Design mem_arbiter, sky130hd; sources not shown.
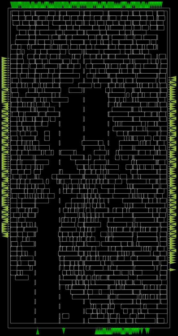
(run_1/placement.png)
Flops: 156
Final Non-Filler Cells: 1049
row count: 65
Seq/total area: 38.6%

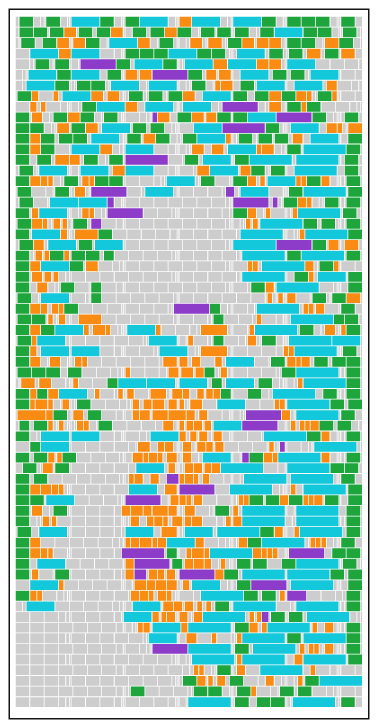
(run_1/placement_by_type.png)
Fill, decap, tap and diode cells in gray.
legend:
  orange:
    class: combinational and other logic
    cells: 367
  green:
    class: remaining buffers and delay cells
    cells: 293
  purple:
    class: clock drivers and dummy loads
    cells: 32
  cyan:
    class: sequential cells
    cells: 156
fin util: 62.1%
Final Cell Area: 0.00975 sq mm

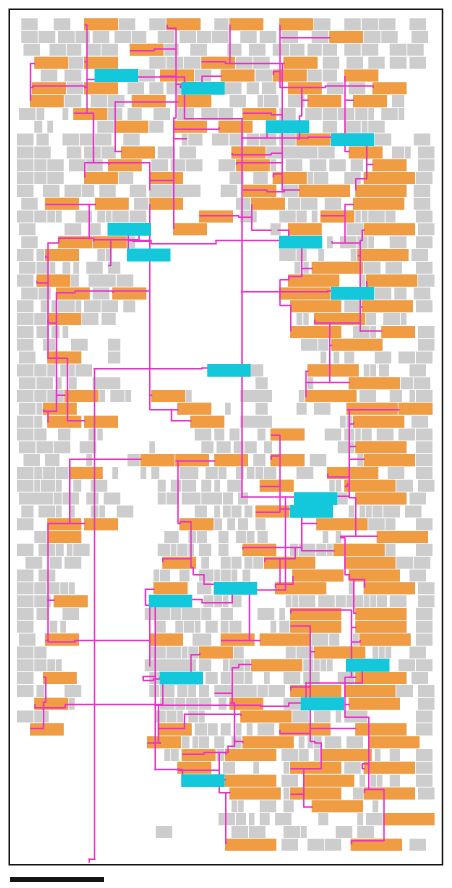
(run_1/clk_routes.png)
The bar under the picture is 20 um long.
legend:
  orange:
    item: flip-flops
    count: 156
  cyan:
    item: clock drivers
    count: 17
  magenta:
    item: clock wires
    length: 1980 um
flops lie: all over the die
routed clock nets: 18
clock network fraction of total power: 39.9%
P_clk: 1.95 mW
Layout Skew: 9.14 ps
Latency at later pin: 430 ps

==> results_dict.tcl, run 1 <==
# collected from the flow reports
set metrics [dict create \
    status "completed" \
    seqCellArea_sq_mm 0.00376 \
    max_cap_violations 0 \
    grt_antenna_before_repair 0 \
    dp_hpwl_um 12700 \
    routed-wl-met3_um 1290 \
    nets 975 \
    p_sw_mw 1.18 \
    synthArstFlopShare_pct 0 \
    pg_seq_mw 2.10 \
    clockRootBuffer "clkbuf_16" \
    comb_area_sq_mm 0.00220 \
    synth-main-ff-cell "dfxtp_1" \
    grt_max_degree 62 \
    area_delta_synth_final_pct 59.9 \
    yosysWarnings 0 \
    largest_reg_flops 64 \
    worstMarginPinSlew_ps 817 \
    wl_met1_um 6420 \
    crit_path_end_kind "flip-flop" \
    core-area_sq_mm 0.0157 \
    crit_buf_inv 2 \
    fin_crit_ps 2890 \
    dr.pass1.iters 4 \
    ant_nets 0 \
    cp.arrival_ps 2960 \
    pre_cts_ws_ps 613 \
    syn_avg_cell_area_sq_um 10.9 \
    area_leaders "edfxtp_1, dfxtp_1, a22o_1" \
    final.period_utilization_pct 83.8 \
]
[run 1: Yosys cell counts (9+ instances only)]
cell,n
a211oi_1,9
a21oi_1,30
a22o_1,37
a22oi_1,23
clkbuf_1,33
dfxtp_1,92
edfxtp_1,64
mux2i_1,10
nand2_1,28
nand2b_1,38
nand3_1,10
nand4_1,9
nor2_1,86
o21ai_0,9
[run 1: cells by family after synthesis]
| kind of cell | count (synthesis) | share of synthesized area, % |
|---|---|---|
| buffers and inverters | 46 | 3.02 |
| and+or+nand+nor | 214 | 17.6 |
| muxes | 10 | 1.64 |
| AOI/OAI and AO/OA | 134 | 15.8 |
| DFF | 156 | 61.7 |
| adders and majority gates | 1 | 0.205 |
==> run 1 -> run 2 <==
==> constraint.sdc (replaced) <==
create_clock -name clock -period 2.6 [get_ports clock]
set_input_delay 0.52 -clock clock [delete_from_list [all_inputs] [get_ports clock]]
set_output_delay 0.52 -clock clock [all_outputs]
set_load 0.01 [all_outputs]
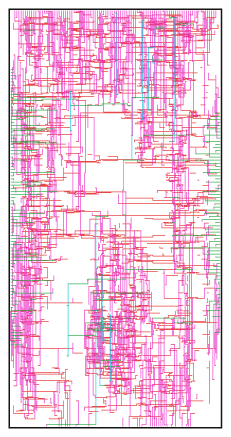
(run_2/wires.png)
legend:
  cyan:
    layer: metal 4
    wire_length: 533 um
  red:
    layer: metal 1
    wire_length: 6290 um
  green:
    layer: metal 3
    wire_length: 1160 um
  magenta:
    layer: metal 2
    wire_length: 9910 um
Routed WL: 17900 um
DR WL/cell: 16.9 um
gr usage total: 21.8%
Vias: 5422

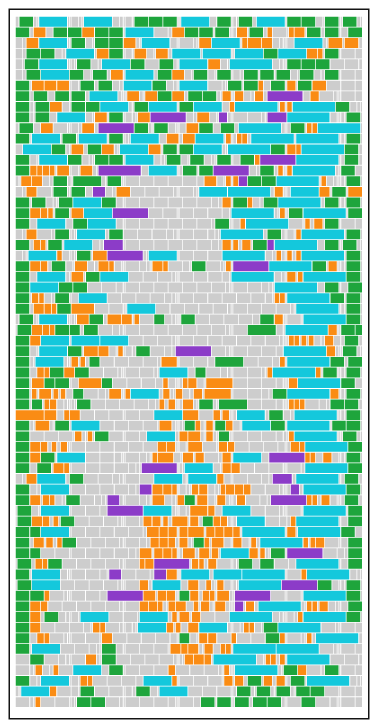
(run_2/placement_by_type.png)
Fill, decap, tap and diode cells in gray.
legend:
  green:
    class: remaining buffers and delay cells
    cells: 300
  cyan:
    class: sequential cells
    cells: 156
  purple:
    class: clock drivers and dummy loads
    cells: 32
  orange:
    class: combinational and other logic
    cells: 367
fin util: 62.7%
Seq/total area: 38.2%
Final Cell Area: 0.00985 sq mm

==> results_dict.tcl, run 2 <==
# collected from the flow reports
set metrics [dict create \
    syn_avg_cell_area_sq_um 10.9 \
    synth-main-ff-cell "dfxtp_1" \
    grt_use_met1_pct 21.4 \
    largest_reg_flops 64 \
    ys_seq_share_pct 61.7 \
    min_path_cells 2 \
    area_delta_synth_final_pct 61.4 \
    clockRootBuffer "clkbuf_16" \
    dr.pass1.iters 4 \
    max_cap_violations 0 \
    warnings 27 \
    maxPowerGroup "sequential cells" \
    fp_nets 701 \
    rsz0062_at_grt "no" \
    fin_crit_ps 2480 \
    clock-sinks 156 \
    grt_antenna_before_repair 0 \
    status "completed" \
    rows 65 \
    critical-path-max-stage-delay_ps 580 \
    fin_skew_ps 10.7 \
    wl_met1_um 6290 \
    dp.cells 1024 \
    top_cells_by_count "dfxtp_1, nor2_1, edfxtp_1, nand2b_1, a22o_1" \
    seqCellArea_sq_mm 0.00376 \
    nets 982 \
    synthArstFlopShare_pct 0 \
    path_clk_slew_ps 60 \
    slowest_stage "clkdlybuf4s50_1" \
    dp_hpwl_um 13200 \
    p_sw_mw 1.57 \
    synth.most_common_cell "dfxtp_1" \
    clock_latency_ps 420 \
    worstMarginPinSlew_ps 764 \
    core-area_sq_mm 0.0157 \
    pg_seq_mw 2.79 \
    fin_cells 1056 \
    crit_buf_inv 2 \
    yosysWarnings 0 \
    area_leaders "edfxtp_1, dfxtp_1, a22o_1" \
    comb_area_sq_mm 0.00221 \
    critPathKind "reg -> out" \
    io_pins 279 \
    routed-wl-met3_um 1160 \
    crit_path_end_kind "primary output" \
    final.period_utilization_pct 95.5 \
    grt_max_degree 49 \
    ant_nets 0 \
    clk-power_mw 2.45 \
    pwr-share-clk_pct 38.5 \
]
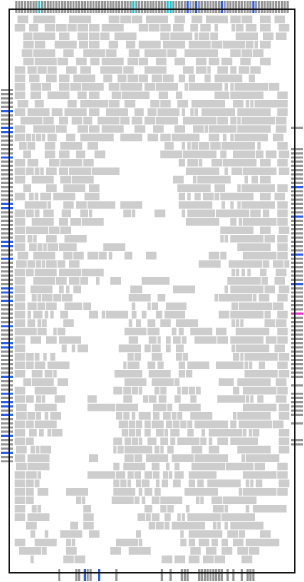
(run_2/io_placement.png)
Pins as bars across the die edge, other pins in gray.
legend:
  cyan:
    port: `mem_req_wmask`
    pins: 4
    direction: output
    edge: top
  magenta:
    port: `mem_req_valid`
    pins: 1
    direction: output
    edge: right
  blue:
    port: `mem_req_addr`
    pins: 32
    direction: output
    edge: 22 left, 4 top, 4 right, 2 bottom
all pins by edge: 96 top, 89 left, 66 right, 28 bottom
Die Y: 181 um
Port Buffers: 278
die width: 91.6 um

[run 2: cell count changes in the layout (fill, tap and decap cells not counted), sizes merged]
cell and change:
buf +7, bufinv -2, clkinv -2, clkinvlp -1, inv +5
[run 2: area by class of cell]
cell class	count	share of cell area, %
clock inverter	10	1.00
multi-input combinational	359	22.5
inverter	8	0.305
timing repair buffer	300	30.4
tap	201	2.55
sequential	156	38.2
clock buffer	22	5.04
[run 2: logic make-up (layout without fill, tap and decap cells)]
kind of cell,Yosys count,count (layout),share of synthesized area [%]
AND/OR/NAND/NOR,214,214,17.6
flip-flops,156,156,61.7
AND-OR/OR-AND,134,134,15.8
buffers and inverters,46,340,3.02
multiplexers,10,10,1.64
adder cells (fa/ha/maj),1,1,0.205
Power is estimated from default activity; no workload was simulated.
